**src/rtl/sync_meas_pkg.sv**
```systemverilog
// Shared types and constants for the sync measurement block.
package sync_meas_pkg;

  typedef enum logic [1:0] {
    ST_IDLE = 2'd0,
    ST_SEEK = 2'd1,
    ST_MEAS = 2'd2
  } state_t;

  localparam int unsigned HTW_W = 12;
  localparam int unsigned VTW_W = 11;
  localparam int unsigned SUM_W = 32;
  localparam int unsigned PIX_W = 8;

  localparam logic [PIX_W-1:0] MIN_INIT = '1;
  localparam logic [PIX_W-1:0] MAX_INIT = '0;

endpackage

```
**src/rtl/sync_meas_lock.sv**
```systemverilog
// Timing-stability tracker: counts consecutive published frames whose
// HTW/VTW/HW/VW match the previously published frame.
module sync_meas_lock
  import sync_meas_pkg::*;
#(
  parameter int unsigned LOCK_CNT = 3
) (
  input  logic             PCK,
  input  logic             RSTN,
  input  logic             clr,
  input  logic             pub,
  input  logic [HTW_W-1:0] htw,
  input  logic [VTW_W-1:0] vtw,
  input  logic [HTW_W-1:0] hw,
  input  logic [VTW_W-1:0] vw,
  output logic             lock
);

  localparam int unsigned CW = $clog2(LOCK_CNT + 1);

  logic [CW-1:0]    cnt;
  logic [CW-1:0]    cnt_nxt;
  logic             have_prev;
  logic             same;
  logic [HTW_W-1:0] prev_htw;
  logic [VTW_W-1:0] prev_vtw;
  logic [HTW_W-1:0] prev_hw;
  logic [VTW_W-1:0] prev_vw;

  // Next lock count: reload to 1 on any change or first frame, else saturating increment
  always_comb begin
    same    = have_prev && (htw == prev_htw) && (vtw == prev_vtw) &&
              (hw == prev_hw) && (vw == prev_vw);
    cnt_nxt = CW'(1);
    if (same) begin
      cnt_nxt = (cnt >= CW'(LOCK_CNT)) ? cnt : cnt + CW'(1);
    end
  end

  // Counter, previous-frame snapshot and lock flag, all updated with the publish strobe
  always_ff @(posedge PCK or negedge RSTN) begin
    if (!RSTN) begin
      cnt       <= '0;
      have_prev <= 1'b0;
      lock      <= 1'b0;
      prev_htw  <= '0;
      prev_vtw  <= '0;
      prev_hw   <= '0;
      prev_vw   <= '0;
    end else if (clr) begin
      cnt       <= '0;
      have_prev <= 1'b0;
      lock      <= 1'b0;
    end else if (pub) begin
      cnt       <= cnt_nxt;
      have_prev <= 1'b1;
      lock      <= (cnt_nxt >= CW'(LOCK_CNT));
      prev_htw  <= htw;
      prev_vtw  <= vtw;
      prev_hw   <= hw;
      prev_vw   <= vw;
    end
  end

endmodule

```
**src/rtl/sync_meas.sv**
```systemverilog
// Video timing and active-pixel statistics measurement with lock and
// loss-of-sync detection.
module sync_meas
  import sync_meas_pkg::*;
#(
  parameter int unsigned LOCK_CNT = 3,
  parameter int unsigned TO_CYC   = 4096
) (
  input  logic             PCK,
  input  logic             RSTN,
  input  logic             HLOCK,
  input  logic             VLOCK,
  input  logic             ACT,
  input  logic [9:0]       DI,
  input  logic             EN,
  output logic [HTW_W-1:0] MEAS_HTW,
  output logic [VTW_W-1:0] MEAS_VTW,
  output logic [HTW_W-1:0] MEAS_HW,
  output logic [VTW_W-1:0] MEAS_VW,
  output logic [SUM_W-1:0] MEAS_SUM,
  output logic [PIX_W-1:0] MEAS_MIN,
  output logic [PIX_W-1:0] MEAS_MAX,
  output logic             MEAS_VALID,
  output logic             MEAS_LOCK,
  output logic             MEAS_TO
);

  localparam int unsigned TOW = $clog2(TO_CYC + 1);

  state_t           state;

  logic [HTW_W-1:0] hcnt;
  logic [VTW_W-1:0] vcnt;
  logic [HTW_W-1:0] hact;
  logic [HTW_W-1:0] hw_acc;
  logic [VTW_W-1:0] vw_acc;
  logic [SUM_W-1:0] sum_acc;
  logic [PIX_W-1:0] min_acc;
  logic [PIX_W-1:0] max_acc;
  logic [TOW-1:0]   tocnt;

  logic             hl;
  logic             run;
  logic             timeout;
  logic             pub;
  logic [PIX_W-1:0] pix;
  logic [HTW_W-1:0] line_len;
  logic [VTW_W-1:0] frame_vtw;
  logic [HTW_W-1:0] line_act;
  logic [HTW_W-1:0] frame_hw;
  logic [VTW_W-1:0] frame_vw;
  logic [SUM_W:0]   sum_add;
  logic [SUM_W-1:0] frame_sum;
  logic [PIX_W-1:0] frame_min;
  logic [PIX_W-1:0] frame_max;
  logic             unused_di;

  assign unused_di = ^DI[1:0];

  // Current-cycle view of line/frame totals, including this cycle's pixel and sync pulse
  always_comb begin
    hl        = HLOCK | VLOCK;
    run       = EN && (state != ST_IDLE);
    pix       = DI[9:2];
    timeout   = run && !hl && (tocnt == TOW'(TO_CYC - 1));
    pub       = EN && (state == ST_MEAS) && VLOCK;
    line_len  = (hcnt == '1) ? hcnt : hcnt + HTW_W'(1);
    frame_vtw = (vcnt == '1) ? vcnt : vcnt + VTW_W'(1);
    line_act  = hact;
    if (ACT && (hact != '1)) begin
      line_act = hact + HTW_W'(1);
    end
    frame_hw  = hw_acc;
    frame_vw  = vw_acc;
    if (line_act != '0) begin
      frame_hw = line_act;
      frame_vw = (vw_acc == '1) ? vw_acc : vw_acc + VTW_W'(1);
    end
    sum_add   = {1'b0, sum_acc} + {{(SUM_W - PIX_W + 1){1'b0}}, pix};
    frame_sum = sum_acc;
    frame_min = min_acc;
    frame_max = max_acc;
    if (ACT) begin
      frame_sum = sum_add[SUM_W] ? '1 : sum_add[SUM_W-1:0];
      if (pix < min_acc) frame_min = pix;
      if (pix > max_acc) frame_max = pix;
    end
  end

  // Line/frame accumulators and the no-HLOCK watchdog; held cleared while not running
  always_ff @(posedge PCK or negedge RSTN) begin
    if (!RSTN) begin
      hcnt    <= '0;
      vcnt    <= '0;
      hact    <= '0;
      hw_acc  <= '0;
      vw_acc  <= '0;
      sum_acc <= '0;
      min_acc <= MIN_INIT;
      max_acc <= MAX_INIT;
      tocnt   <= '0;
    end else if (!run) begin
      hcnt    <= '0;
      vcnt    <= '0;
      hact    <= '0;
      hw_acc  <= '0;
      vw_acc  <= '0;
      sum_acc <= '0;
      min_acc <= MIN_INIT;
      max_acc <= MAX_INIT;
      tocnt   <= '0;
    end else begin
      tocnt <= (hl || timeout) ? '0 : tocnt + TOW'(1);
      if (VLOCK) begin
        hcnt    <= '0;
        vcnt    <= '0;
        hact    <= '0;
        hw_acc  <= '0;
        vw_acc  <= '0;
        sum_acc <= '0;
        min_acc <= MIN_INIT;
        max_acc <= MAX_INIT;
      end else begin
        sum_acc <= frame_sum;
        min_acc <= frame_min;
        max_acc <= frame_max;
        if (HLOCK) begin
          hcnt   <= '0;
          vcnt   <= frame_vtw;
          hact   <= '0;
          hw_acc <= frame_hw;
          vw_acc <= frame_vw;
        end else begin
          hcnt <= line_len;
          hact <= line_act;
        end
      end
    end
  end

  // Control FSM with registered publish strobe, timeout flag and measurement outputs
  always_ff @(posedge PCK or negedge RSTN) begin
    if (!RSTN) begin
      state      <= ST_IDLE;
      MEAS_VALID <= 1'b0;
      MEAS_TO    <= 1'b0;
      MEAS_HTW   <= '0;
      MEAS_VTW   <= '0;
      MEAS_HW    <= '0;
      MEAS_VW    <= '0;
      MEAS_SUM   <= '0;
      MEAS_MIN   <= MIN_INIT;
      MEAS_MAX   <= MAX_INIT;
    end else begin
      MEAS_VALID <= pub;
      if (!EN) begin
        state   <= ST_IDLE;
        MEAS_TO <= 1'b0;
      end else begin
        case (state)
          ST_IDLE: state <= ST_SEEK;
          ST_SEEK: begin
            if (timeout) MEAS_TO <= 1'b1;
            else if (VLOCK) state <= ST_MEAS;
          end
          ST_MEAS: begin
            if (timeout) begin
              MEAS_TO <= 1'b1;
              state   <= ST_SEEK;
            end
          end
          default: state <= ST_IDLE;
        endcase
      end
      if (pub) begin
        MEAS_HTW <= line_len;
        MEAS_VTW <= frame_vtw;
        MEAS_HW  <= frame_hw;
        MEAS_VW  <= frame_vw;
        MEAS_SUM <= frame_sum;
        MEAS_MIN <= frame_min;
        MEAS_MAX <= frame_max;
      end
    end
  end

  sync_meas_lock #(
    .LOCK_CNT(LOCK_CNT)
  ) u_lock (
    .PCK  (PCK),
    .RSTN (RSTN),
    .clr  (!EN || timeout),
    .pub  (pub),
    .htw  (line_len),
    .vtw  (frame_vtw),
    .hw   (frame_hw),
    .vw   (frame_vw),
    .lock (MEAS_LOCK)
  );

endmodule

```
**config.mk**
```make
export PLATFORM = sky130hd
export DESIGN_NAME = sync_meas
export DESIGN_NICKNAME = d
export VERILOG_FILES = /design/src/rtl/sync_meas_pkg.sv /design/src/rtl/sync_meas_lock.sv /design/src/rtl/sync_meas.sv
export SDC_FILE = /design/constraint.sdc
export NUM_CORES = 1
export LEC_CHECK = 0
export CORE_AREA = 8 8 166 168
export DETAILED_ROUTE_END_ITERATION = 6
export DIE_AREA = 0 0 174 176
export MAX_ROUTING_LAYER = met4
export PLACE_DENSITY_LB_ADDON = 0.08
export SETUP_SLACK_MARGIN = 0.02
export SLEW_MARGIN = 5
export SYNTH_ARGS = -nofsm -noshare
export SYNTH_HDL_FRONTEND = slang
export SYNTH_SLANG_ARGS = --single-unit
```
**constraint.sdc**
```tcl
create_clock -name PCK -period 10.1 [get_ports PCK]
set_input_delay 2.525 -clock PCK [delete_from_list [all_inputs] [get_ports PCK]]
set_output_delay 2.525 -clock PCK [all_outputs]
set_load 0.05 [all_outputs]
```
Fig. 1: signal wires on met1
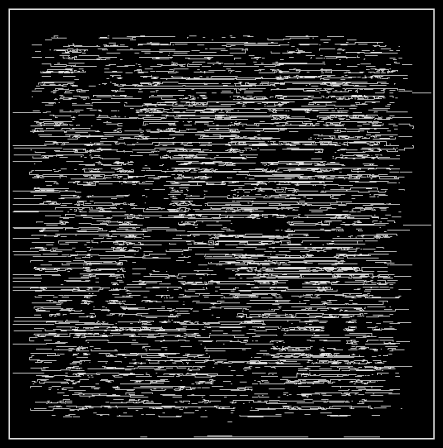
wire length on this layer = 16300 um
nets with wire on the layer = 1556
longest straight run = 52.4 um
share of all routed wire = 45%
global-route met1 utilization: 31.91%
Routed WL: 36.14 mm

==> results.py <==
# Generated from Yosys and OpenROAD reports
metrics = {
    "status": {
        "status": "completed",
    },
    "job": {
        "log.warning_count": 33,
    },
    "yosys": {
        "ys_top_logic_family": "simple AND/OR/NAND/NOR gates",
        "synth-compound-area-share_pct": 16.53,
        "ys_sh_mux_pct": 3.647,
        "area_leaders": "dfrtp_1 44%, nand2_1 4.8%, nor2_1 4.8%",
        "top_cells_by_count": "251 x dfrtp_1, 180 x nand2_1, 180 x nor2_1",
        "netlist_area_um2": 14200,
        "synth_flops": 267,
    },
    "clock_tree": {
        "path_clk_slew_ns": 0.06,
        "clock_path_buffers": 3,
        "postCtsResizedCells": 0,
        "cts.sinks": 267,
    },
    "routing": {
        "drt-pass1-iter-count": 5,
        "drcViolationCount": 0,
    },
    "grt": {
        "grt_pass1_vias": 11050,
        "grt_use_total_pct": 24.06,
        "grt_pass1_wl_mm": 58.71,
        "use_met3_pct": 3.098,
        "gr-max-usage-layer": "met2",
    },
    "finish": {
        "final_layout_top_logic_cells": "251 x dfrtp_1, 180 x nor2_1, 179 x nand2_1, 109 x o21ai_0, 109 x clkdlybuf4s50_1",
        "diodes": 0,
        "final_core_util_pct": 66.68,
    },
    "sta": {
        "max_freq_ghz": 0.1499,
        "finalMaxSlewViolations": 0,
    },
    "pwr": {
        "total_leakage_power_nw": 7.135,
        "ir_drop_mv": 0.1776,
        "p_clk_share_pct": 31.3,
    },
    "critical_path": {
        "path_delay_family": "simple AND/OR/NAND/NOR gates",
        "path_buffers": 2,
        "max_stage_delay_ns": 0.71,
        "critPathKind": "input pin to register",
        "required_ns": 10.61,
        "endpoint_kind": "register",
    },
    "floorplanning": {
        "fp_util_pct": 57.23,
        "coreArea_um2": 24820,
        "chipArea_um2": 30620,
        "rows": 58,
    },
}
Fig. 2: M2 wires
Scale bar: 50 um. Cells faint in the background.
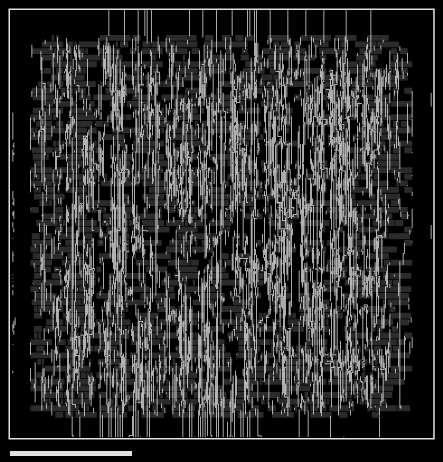
nets with wire on the layer = 1378
main direction = vertical
longest straight run = 92.1 um
routed via count: 11400
met2 usage: 38.35%

metrics by stage:
stage	hold WS (ns)	area (um^2)	worst slack (ns)
floorplan	0.4552	14200	4.802
global placement	0.4608	15480	2.929
CTS	0.4792	16550	3.494
global route	0.4998	16550	3.111
finish	0.4752	16550	3.431
detailed placement	0.4655	15480	2.912
metal layers:
layer	up-vias	part of all wire, %	routed length [um]
met2	305	47	16850
li1	5533	-	-
met4	0	3.1	1114
met1	5492	45	16290
met5	-	0	0
met3	66	5.2	1877
path summary, 6_finish.rpt:
path                       cells past startpoint               startpoint  slack, ns                             end
setup / recovery                              12                      ACT       3.43       u_lock.cnt[1]$_DFFE_PN0P_
setup reg to reg                              12      vcnt[1]$_DFFE_PN0P_       5.61       u_lock.cnt[1]$_DFFE_PN0P_
hold reg to reg                                1  MEAS_VTW[8]$_DFFE_PN0P_       0.48         MEAS_VTW[8]$_DFFE_PN0P_
hold / removal                                 1  MEAS_VTW[8]$_DFFE_PN0P_       0.48         MEAS_VTW[8]$_DFFE_PN0P_
max in group asynchronous                      2                     RSTN       6.77         MEAS_MAX[3]$_DFFE_PN0P_
min in group asynchronous                      1                     RSTN       1.98  u_lock.prev_htw[7]$_DFFE_PN0P_
power by group through the flow:
stage / clock network, W / logic, W / registers, W
after floorplan: 0 / 0.000401 / 0.00180
after global placement: 0 / 0.00116 / 0.00143
after detailed placement: 0 / 0.00117 / 0.00144
after CTS: 0.00120 / 0.00118 / 0.00142
final: 0.00118 / 0.00116 / 0.00142
after global routing: 0.00124 / 0.00125 / 0.00144
cell type report:
class                      instances  area (um^2)
fill                            2024         8270
multi-input combinational       1133         6982
sequential                       267         6701
timing repair buffer             120         1194
clock buffer                      43        848.3
tap                              330        412.9
clock inverter                    10        219.0
inverter                          51        191.4
Power and IR drop assume default switching activity.
